$ cat config.mk
export PLATFORM = sky130hd
export DESIGN_NAME = gb_pixel_fifo
export DESIGN_NICKNAME = d
export VERILOG_FILES = /design/src/rtl/gb_ppu_pkg.sv /design/src/rtl/gb_bgp_map.sv /design/src/rtl/gb_pixel_fifo.sv
export SDC_FILE = /design/constraint.sdc
export NUM_CORES = 1
export LEC_CHECK = 0
export CAP_MARGIN = 20
export CORE_UTILIZATION = 54
export CTS_CLUSTER_DIAMETER = 100
export DETAILED_ROUTE_END_ITERATION = 7
export GPL_TIMING_DRIVEN = 0
export PLACE_DENSITY = 0.79
export SKIP_CTS_REPAIR_TIMING = 1
export SLEW_MARGIN = 20
export SYNTH_ARGS = -nofsm -noshare
export SYNTH_HDL_FRONTEND = slang
export SYNTH_SLANG_ARGS = --single-unit
$ cat constraint.sdc
create_clock -name clk -period 3.3 [get_ports clk]
set_clock_uncertainty 0.15 [all_clocks]
set_input_delay 0.495 -clock clk [delete_from_list [all_inputs] [get_ports clk]]
set_output_delay 0.495 -clock clk [all_outputs]
set_load 0.1 [all_outputs]
$ cat src/rtl/gb_ppu_pkg.sv
// Shared types and constants for the GameBoy PPU pixel path.
// Latency: n/a (declarations only).
// Backpressure: n/a.
package gb_ppu_pkg;

  localparam int LCD_WIDTH_DEF = 160;
  localparam int FIFO_DEPTH    = 16;

  // 2-bit background colour index as stored in the pixel FIFO
  typedef logic [1:0] pix_idx_t;

  typedef enum logic [1:0] {
    IDLE    = 2'd0,
    DISCARD = 2'd1,
    SHIFT   = 2'd2,
    DONE    = 2'd3
  } ppu_state_t;

endpackage

$ cat src/rtl/gb_bgp_map.sv
// Background palette lookup: colour index + BGP register -> 2-bit shade.
// Latency: combinational.
// Backpressure: none.
// Ports: idx (colour index), bgp (palette register), shade (output shade).
// With GB_PIXEL_FIFO_PALETTE_EN defined the shade comes from bgp; without it
// the raw index passes straight through and bgp is ignored.
module gb_bgp_map
  import gb_ppu_pkg::*;
(
  input  pix_idx_t   idx,
  input  logic [7:0] bgp,
  output logic [1:0] shade
);

`ifdef GB_PIXEL_FIFO_PALETTE_EN
  always_comb begin
    shade = bgp[1:0];
    unique case (idx)
      2'd0: shade = bgp[1:0];
      2'd1: shade = bgp[3:2];
      2'd2: shade = bgp[5:4];
      2'd3: shade = bgp[7:6];
    endcase
  end
`else
  logic unused_bgp;
  assign unused_bgp = ^bgp;
  assign shade      = idx;
`endif

endmodule

$ cat src/rtl/gb_pixel_fifo.sv
// Background pixel FIFO: takes 8-pixel tile rows, drops SCX fine-scroll
// pixels, and emits one shaded pixel per cycle for one LCD line.
// Latency: pop in cycle c shows on LD/PX_VALID in c+1; a row accepted into an
// empty FIFO with no scroll reaches PX_VALID two cycles later.
// Backpressure: row_ready is high only while busy with room for a full row
// (count <= 8); an empty FIFO stalls output (PX_VALID low, pix_x held).
// Ports: clk, reset_n (async active-low), line_start/scx_fine (new line),
//   bgp (palette), row_valid/row_lo/row_hi/row_ready (tile row input),
//   LD/PX_VALID/pix_x/line_done (pixel output), busy (DISCARD or SHIFT).
// Optional macro: GB_PIXEL_FIFO_PALETTE_EN (palette lookup on LD).
module gb_pixel_fifo
  import gb_ppu_pkg::*;
#(
  parameter int LCD_WIDTH = LCD_WIDTH_DEF
) (
  input  logic       clk,
  input  logic       reset_n,
  input  logic       line_start,
  input  logic [2:0] scx_fine,
  input  logic [7:0] bgp,
  input  logic       row_valid,
  input  logic [7:0] row_lo,
  input  logic [7:0] row_hi,
  output logic       row_ready,
  output logic [1:0] LD,
  output logic       PX_VALID,
  output logic [7:0] pix_x,
  output logic       line_done,
  output logic       busy
);

  localparam int PTR_W = $clog2(FIFO_DEPTH);
  localparam int CNT_W = PTR_W + 1;

  ppu_state_t       state, state_nxt;
  pix_idx_t         fifo_mem [FIFO_DEPTH];
  logic [PTR_W-1:0] rd_ptr, wr_ptr;
  logic [CNT_W-1:0] count;
  logic [2:0]       discard;
  logic             armed;
  logic             start, push, pop, last_px;
  logic [1:0]       shade;

  // line_start is blocked until one clock edge has passed since reset release
  assign start     = line_start && armed;
  assign busy      = (state == DISCARD) || (state == SHIFT);
  assign row_ready = busy && (count <= CNT_W'(8));
  // a line_start cycle flushes instead of moving data
  assign push      = row_valid && row_ready && !start;
  assign pop       = busy && (count != CNT_W'(0)) && !start;
  assign last_px   = (state == SHIFT) && (pix_x == 8'(LCD_WIDTH - 1));

  gb_bgp_map u_bgp_map (
    .idx   (fifo_mem[rd_ptr]),
    .bgp   (bgp),
    .shade (shade)
  );

  always_comb begin
    state_nxt = state;
    if (start) begin
      state_nxt = (scx_fine != 3'd0) ? DISCARD : SHIFT;
    end else begin
      case (state)
        DISCARD: if (pop && discard == 3'd1) state_nxt = SHIFT;
        SHIFT:   if (pop && last_px)         state_nxt = DONE;
        DONE:    state_nxt = IDLE;
        default: state_nxt = state;
      endcase
    end
  end

  always_ff @(posedge clk or negedge reset_n) begin
    if (!reset_n) begin
      state <= IDLE;
      armed <= 1'b0;
    end else begin
      state <= state_nxt;
      armed <= 1'b1;
    end
  end

  // Storage needs no reset: count/pointers decide what is valid.
  // Entry 0 of a row is its leftmost pixel (bit 7) and leaves first.
  always_ff @(posedge clk) begin
    if (push) begin
      for (int i = 0; i < 8; i++) begin
        fifo_mem[wr_ptr + PTR_W'(i)] <= {row_hi[7-i], row_lo[7-i]};
      end
    end
  end

  always_ff @(posedge clk or negedge reset_n) begin
    if (!reset_n) begin
      rd_ptr  <= '0;
      wr_ptr  <= '0;
      count   <= '0;
      discard <= '0;
      pix_x   <= '0;
    end else if (start) begin
      rd_ptr  <= '0;
      wr_ptr  <= '0;
      count   <= '0;
      discard <= scx_fine;
      pix_x   <= '0;
    end else begin
      if (push) wr_ptr <= wr_ptr + PTR_W'(8);
      if (pop)  rd_ptr <= rd_ptr + PTR_W'(1);
      count <= count + (push ? CNT_W'(8) : CNT_W'(0)) - (pop ? CNT_W'(1) : CNT_W'(0));
      if (pop && state == DISCARD) discard <= discard - 3'd1;
      // pix_x parks on the last column so it reads LCD_WIDTH-1 with line_done
      if (pop && state == SHIFT && !last_px) pix_x <= pix_x + 8'd1;
    end
  end

  always_ff @(posedge clk or negedge reset_n) begin
    if (!reset_n) begin
      LD        <= '0;
      PX_VALID  <= 1'b0;
      line_done <= 1'b0;
    end else begin
      PX_VALID  <= pop && (state == SHIFT);
      line_done <= pop && last_px;
      if (pop && state == SHIFT) LD <= shade;
    end
  end

endmodule
==> out/metrics.csv, run 1 <==
stage;metric;value;unit
outcome;status;finished clean;
placed_design;port buffer count;36;
synthesis;top-count cell post-synth;edfxtp_1;
critical_path;crit path launch;state[0];
sta;slew margin rel.;35.3;%
sta;RSZ-0062 raised after global routing;false;
cells_and_area;logic area;0.00131;mm²
clock_tree;total CTS buffers;9;
cells_and_area;Non-Clock Buffer Area Fraction;11.5;%
clock_tree;Latency at later pin;0.34;ns
power_and_ir_drop;P_seq;1.09;mW
clock_tree;clk sink count;60;
sta;setup tns final;0;ns
cells_and_area;inverters;15;
routing;DR DRC count;0;
critical_path;Worst Path Arrival;2.56;ns
cells_and_area;n_diodes;0;
global_routing;first-pass GRT wire length;10.3;mm
floorplanning;die area;0.00604;mm²
routing;number of vias per cell;5.52;
floorplanning;fp_density;56.2;%
synthesis;Unique cell types;42;
placed_design;dpl cells;365;
cells_and_area;final non-filler cell total;381;
synthesis;area share, top type;31.0;%
sta;Final Max Tran Viols;0;
critical_path;crit start category;register;
routing;Starting DRT DRC Count;104;
clock_tree;clk buf depth;2;
placed_design;GP Congestion;0.764;
floorplanning;Core ar.;0.00551;mm²
cells_and_area;Non-clk bufs;53;
routing;drt pass-1 iters;5;
cells_and_area;layout cells sized above 1;11.0;%
critical_path;Setup crit end kind;output port;
==> run 1: flip-flops by register name (all words and copies together), names as in the netlist <==
name and count:
count 5, armed 1, fifo_mem 32, pix_x 8
state 2, line_done 1, wr_ptr 1, PX_VALID 1
discard 3, LD 2, rd_ptr 4
==> run 1: critical path: stages (launching register included) <==
cell and delay (ns):
dfrtp_1 0.46, inv_1 0.10, ha_1 0.43, inv_1 0.11, clkdlybuf4s50_1 1.13
==> run 1: cell usage in the layout, fill, tap and decap left out, types with 2 or more instances in the layout <==
| cell type | count |
|---|---|
| nand2b_1 | 2 |
| edfxtp_1 | 32 |
| a211oi_1 | 2 |
| ha_1 | 14 |
| o21ai_0 | 2 |
| xnor2_1 | 5 |
| a21oi_1 | 6 |
| nor2b_1 | 6 |
| nor2_1 | 30 |
| clkbuf_1 | 15 |
| clkinv_2 | 3 |
| nand3_1 | 5 |
| mux2_2 | 3 |
| a21o_1 | 30 |
| mux2i_1 | 5 |
| and4_1 | 2 |
| buf_2 | 2 |
| dfrtp_1 | 28 |
| inv_1 | 15 |
| nand4_1 | 3 |
| clkbuf_8 | 10 |
| mux4_2 | 8 |
| clkdlybuf4s50_1 | 34 |
| a2111oi_0 | 2 |
| xor2_1 | 9 |
| nand2_1 | 13 |
==> run 1: cells by family (layout without fill, tap and decap cells) <==
group	count (synthesis)	after routing	share of synthesized area, %
AND-OR/OR-AND	50	50	12.2
XOR/XNOR	14	14	3.96
adder cells (fa/ha/maj)	15	15	6.31
buffers and inverters	32	84	4.16
flip-flops	60	60	53.7
multiplexers	16	16	8.53
other	1	1	0.121
AND/OR/NAND/NOR	69	69	11.0
==> run 1: metal layers <==
metal / share of wire, % / global-route usage, %
met5: 0 / 0
met3: 3.4 / 3.65
met2: 51 / 39.4
met1: 43 / 27.7
met4: 1.8 / 11.7
### Pin map, run 1

Pins as bars across the die edge, other pins in gray.
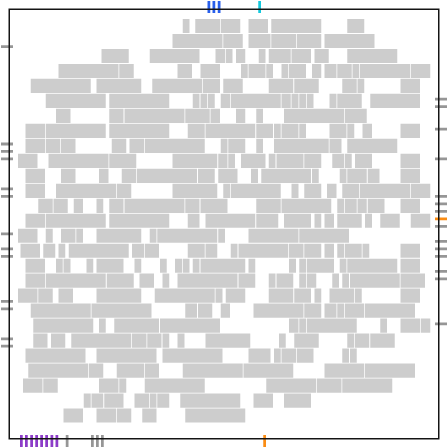
Blue stands for scx_fine, pins 3, direction input, edge top. Purple stands for bgp, pins 8, direction input, edge bottom. Orange stands for LD, pins 2, direction output, edge 1 bottom, 1 right. Cyan stands for line_start, pins 1, direction input, edge top.

### Nets reached from selected ports, run 1

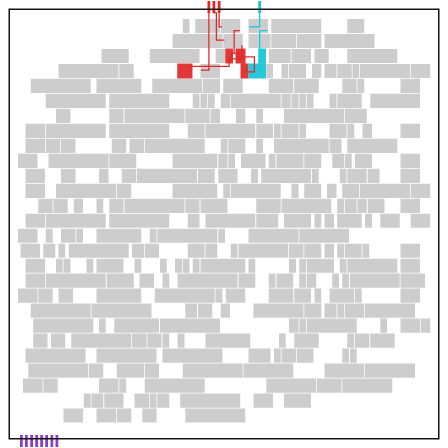
Red stands for scx_fine, bits 3, direction input, end cells 4, buffers 3, wire 50.6 µm. Cyan stands for line_start, bits 1, direction input, end cells 2, buffers 1, wire 14.6 µm. Purple stands for bgp, bits 8, direction input, end cells 0, buffers 0.

### Cell placement, run 1

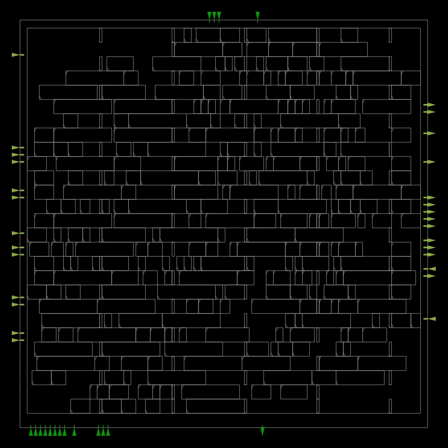
Final Util: 67.9%
std cell rows: 27
# fillers: 401

### Routed clock nets over the placement, run 1

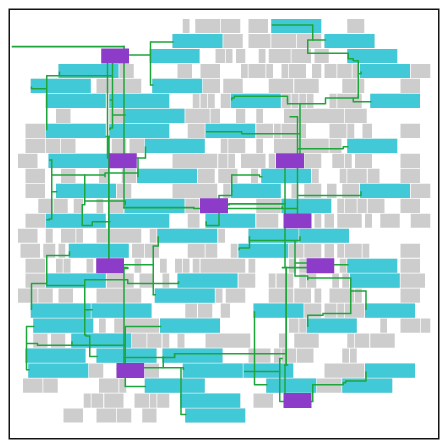
Purple stands for cells driving clock nets, count 9. Cyan stands for flip-flops, count 60. Green stands for clock wires, length 786 µm.
There are 10 routed clock nets.

### Signal wires by layer, run 1

The bar under the picture is 20 µm long.
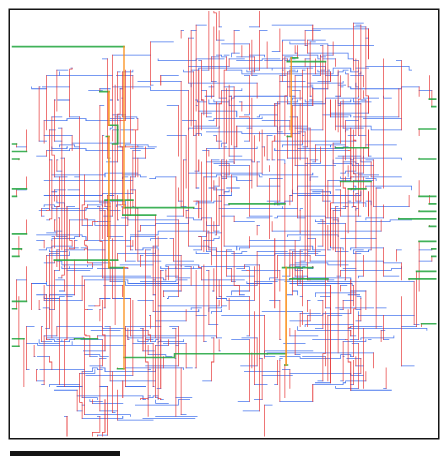

--- run 2 (diff from run 1) ---
==> constraint.sdc (replaced) <==
create_clock -name clk -period 3.3 [get_ports clk]
set_clock_uncertainty 0.15 [all_clocks]
set_input_delay 0.33 -clock clk [delete_from_list [all_inputs] [get_ports clk]]
set_output_delay 0.33 -clock clk [all_outputs]
set_load 0.1 [all_outputs]
### Signal wires by layer, run 2

The bar under the picture is 20 µm long.
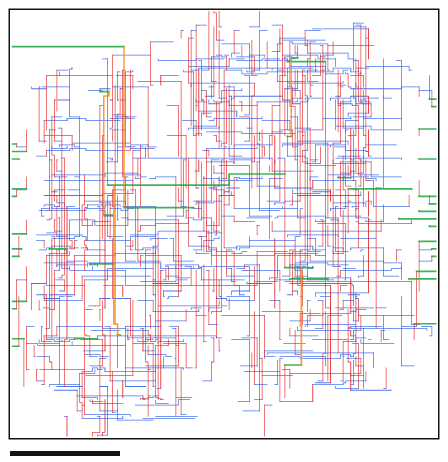
Orange stands for met4, wire length 113 µm. Blue stands for met1, wire length 2,570 µm. Red stands for met2, wire length 3,130 µm. Green stands for met3, wire length 179 µm.

### Routed clock nets over the placement, run 2

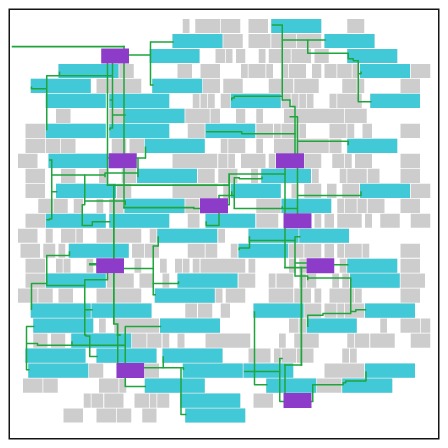
Green stands for clock wires, length 768 µm. Cyan stands for flip-flops, count 60. Purple stands for cells driving clock nets, count 9.
There are 10 routed clock nets.

==> out/metrics.csv, run 2 <==
stage;metric;value;unit
outcome;status;finished clean;
routing;DR DRC count;0;
sta;RSZ-0062 raised after global routing;false;
floorplanning;std cell rows;27;
floorplanning;fp_density;56.2;%
synthesis;Cells after Synth;257;
global_routing;met2 Use GR;39.4;%
routing;drt pass-1 iters;5;
cells_and_area;Final #Nets;351;
cells_and_area;post-route cell area;0.00375;mm²
critical_path;most used cell, CP;inv_1;
clock_tree;clk sink count;60;
clock_tree;total CTS buffers;9;
routing;top sig layer;met4;
synthesis;top-count cell post-synth;edfxtp_1;
routing;metal2 WL;3.13;mm
critical_path;Worst Path Arrival;2.55;ns
cells_and_area;logic area;0.00131;mm²
cells_and_area;layout cells sized above 1;11.0;%
clock_tree;Latency at later pin;0.33;ns
routing;M1 WL;2.57;mm
cells_and_area;final non-filler cell total;382;
synthesis;yosys cell count;257;
placed_design;GP Congestion;0.764;
global_routing;largest net degree at the start of global routing;29;
synthesis;area share, top type;31.0;%
sta;setup tns final;0;ns
cells_and_area;# fillers;400;
synthesis;yosys stat chip area;0.00310;mm²
clock_tree;clk buf depth;2;
floorplanning;die area;0.00604;mm²
global_routing;first-pass GRT wire length;10.3;mm
cells_and_area;max reg flops;32;
global_routing;initial antenna violation count;0;
synthesis;asr flop ratio synth;46.7;%
cells_and_area;Largest Register;fifo_mem;
global_routing;met1 usage;27.7;%
cells_and_area;Largest regs;fifo_mem (32), pix_x (8), count (5);
critical_path;Crit-path slowest cell;clkdlybuf4s50_1;
placed_design;port buffer count;36;
critical_path;Setup crit end kind;output port;
synthesis;Unique cell types;42;
synthesis;Seq share, synth;53.7;%
run;maximum capacitance violations;0;
global_routing;GRT busiest layer;met2;
critical_path;crit start category;register;
global_routing;met3 Usage GRT;3.65;%
sta;Final Max Tran Viols;0;
critical_path;critical path, cell by cell;inv_1, ha_1, inv_1, clkdlybuf4s50_1;
critical_path;Max stage delay on crit path;1.13;ns
placed_design;DP Wirelength;4.35;mm
floorplanning;Core ar.;0.00551;mm²
run;OpenROAD warnings;39;
sta;slew margin rel.;35.3;%
cells_and_area;most frequent logic cell in the layout;clkdlybuf4s50_1;
synthesis;Yosys top cell by area;edfxtp_1;
cells_and_area;Final Util;68.1;%
routing;met3 wire len;178;µm
placed_design;dpl cells;365;
routing;Routed Antenna Nets;0;
cells_and_area;n_diodes;0;
cells_and_area;most frequent cells in the layout;34 x clkdlybuf4s50_1, 32 x edfxtp_1, 30 x nor2_1, 30 x a21o_1, 28 x dfrtp_1;
routing;number of vias per cell;5.48;
routing;Starting DRT DRC Count;80;
min_path;Hold Startpoint;LD[0];
-- run 2: cell counts after synthesis --
Identical to the previous run, type by type.
-- run 2: layout make-up --
class / instances / area share (%)
flip-flops and latches: 60 / 44.3
multi-input cells: 165 / 34.9
repair buffers: 37 / 9.81
clock buffers: 11 / 3.77
well taps: 72 / 2.40
plain buffers: 17 / 1.93
inverters: 15 / 1.50
clock inverters: 5 / 1.40
-- run 2: worst max path at each step --
| stage | start | endpoint | slack [ns] | cells past startpoint |
|---|---|---|---|---|
| 2_1_floorplan | state[0] | count[2] | 0.70 | 11 |
| 3_3_place_gp | state[0] | count[4] | 0.36 | 12 |
| 3_5_place_dp | state[0] | count[4] | 0.28 | 12 |
| 4_1_cts | state[0] | row_ready | 0.01 | 5 |
| 5_1_grt | state[0] | fifo_mem[9][1] | 0.17 | 6 |
| 6_report | state[0] | busy | 0.27 | 4 |
-- run 2: power by group --
| group | switching, mW | internal (mW) |
|---|---|---|
| Clock | 0.288 | 0.365 |
| Sequential | 0.107 | 0.980 |
| Combinational | 0.943 | 0.561 |
| Total | 1.34 | 1.91 |
-- run 2: cell families (layout without fill, tap and decap cells) --
family / Yosys count / after routing / synth area share [%]
fa+ha+maj: 15 / 15 / 6.31
buf+inv: 32 / 85 / 4.16
other cells: 1 / 1 / 0.121
flops: 60 / 60 / 53.7
mux: 16 / 16 / 8.53
compound gates: 50 / 50 / 12.2
xor+xnor: 14 / 14 / 3.96
simple gates: 69 / 69 / 11.0
-- run 2: critical path: cells and delay by family (launching register included) --
| family | cells | cell delay, ns |
|---|---|---|
| flip-flops | 1 | 0.46 |
| buffers and inverters | 3 | 1.34 |
| adder cells (fa/ha/maj) | 1 | 0.43 |
Power is estimated from default activity; no workload was simulated.
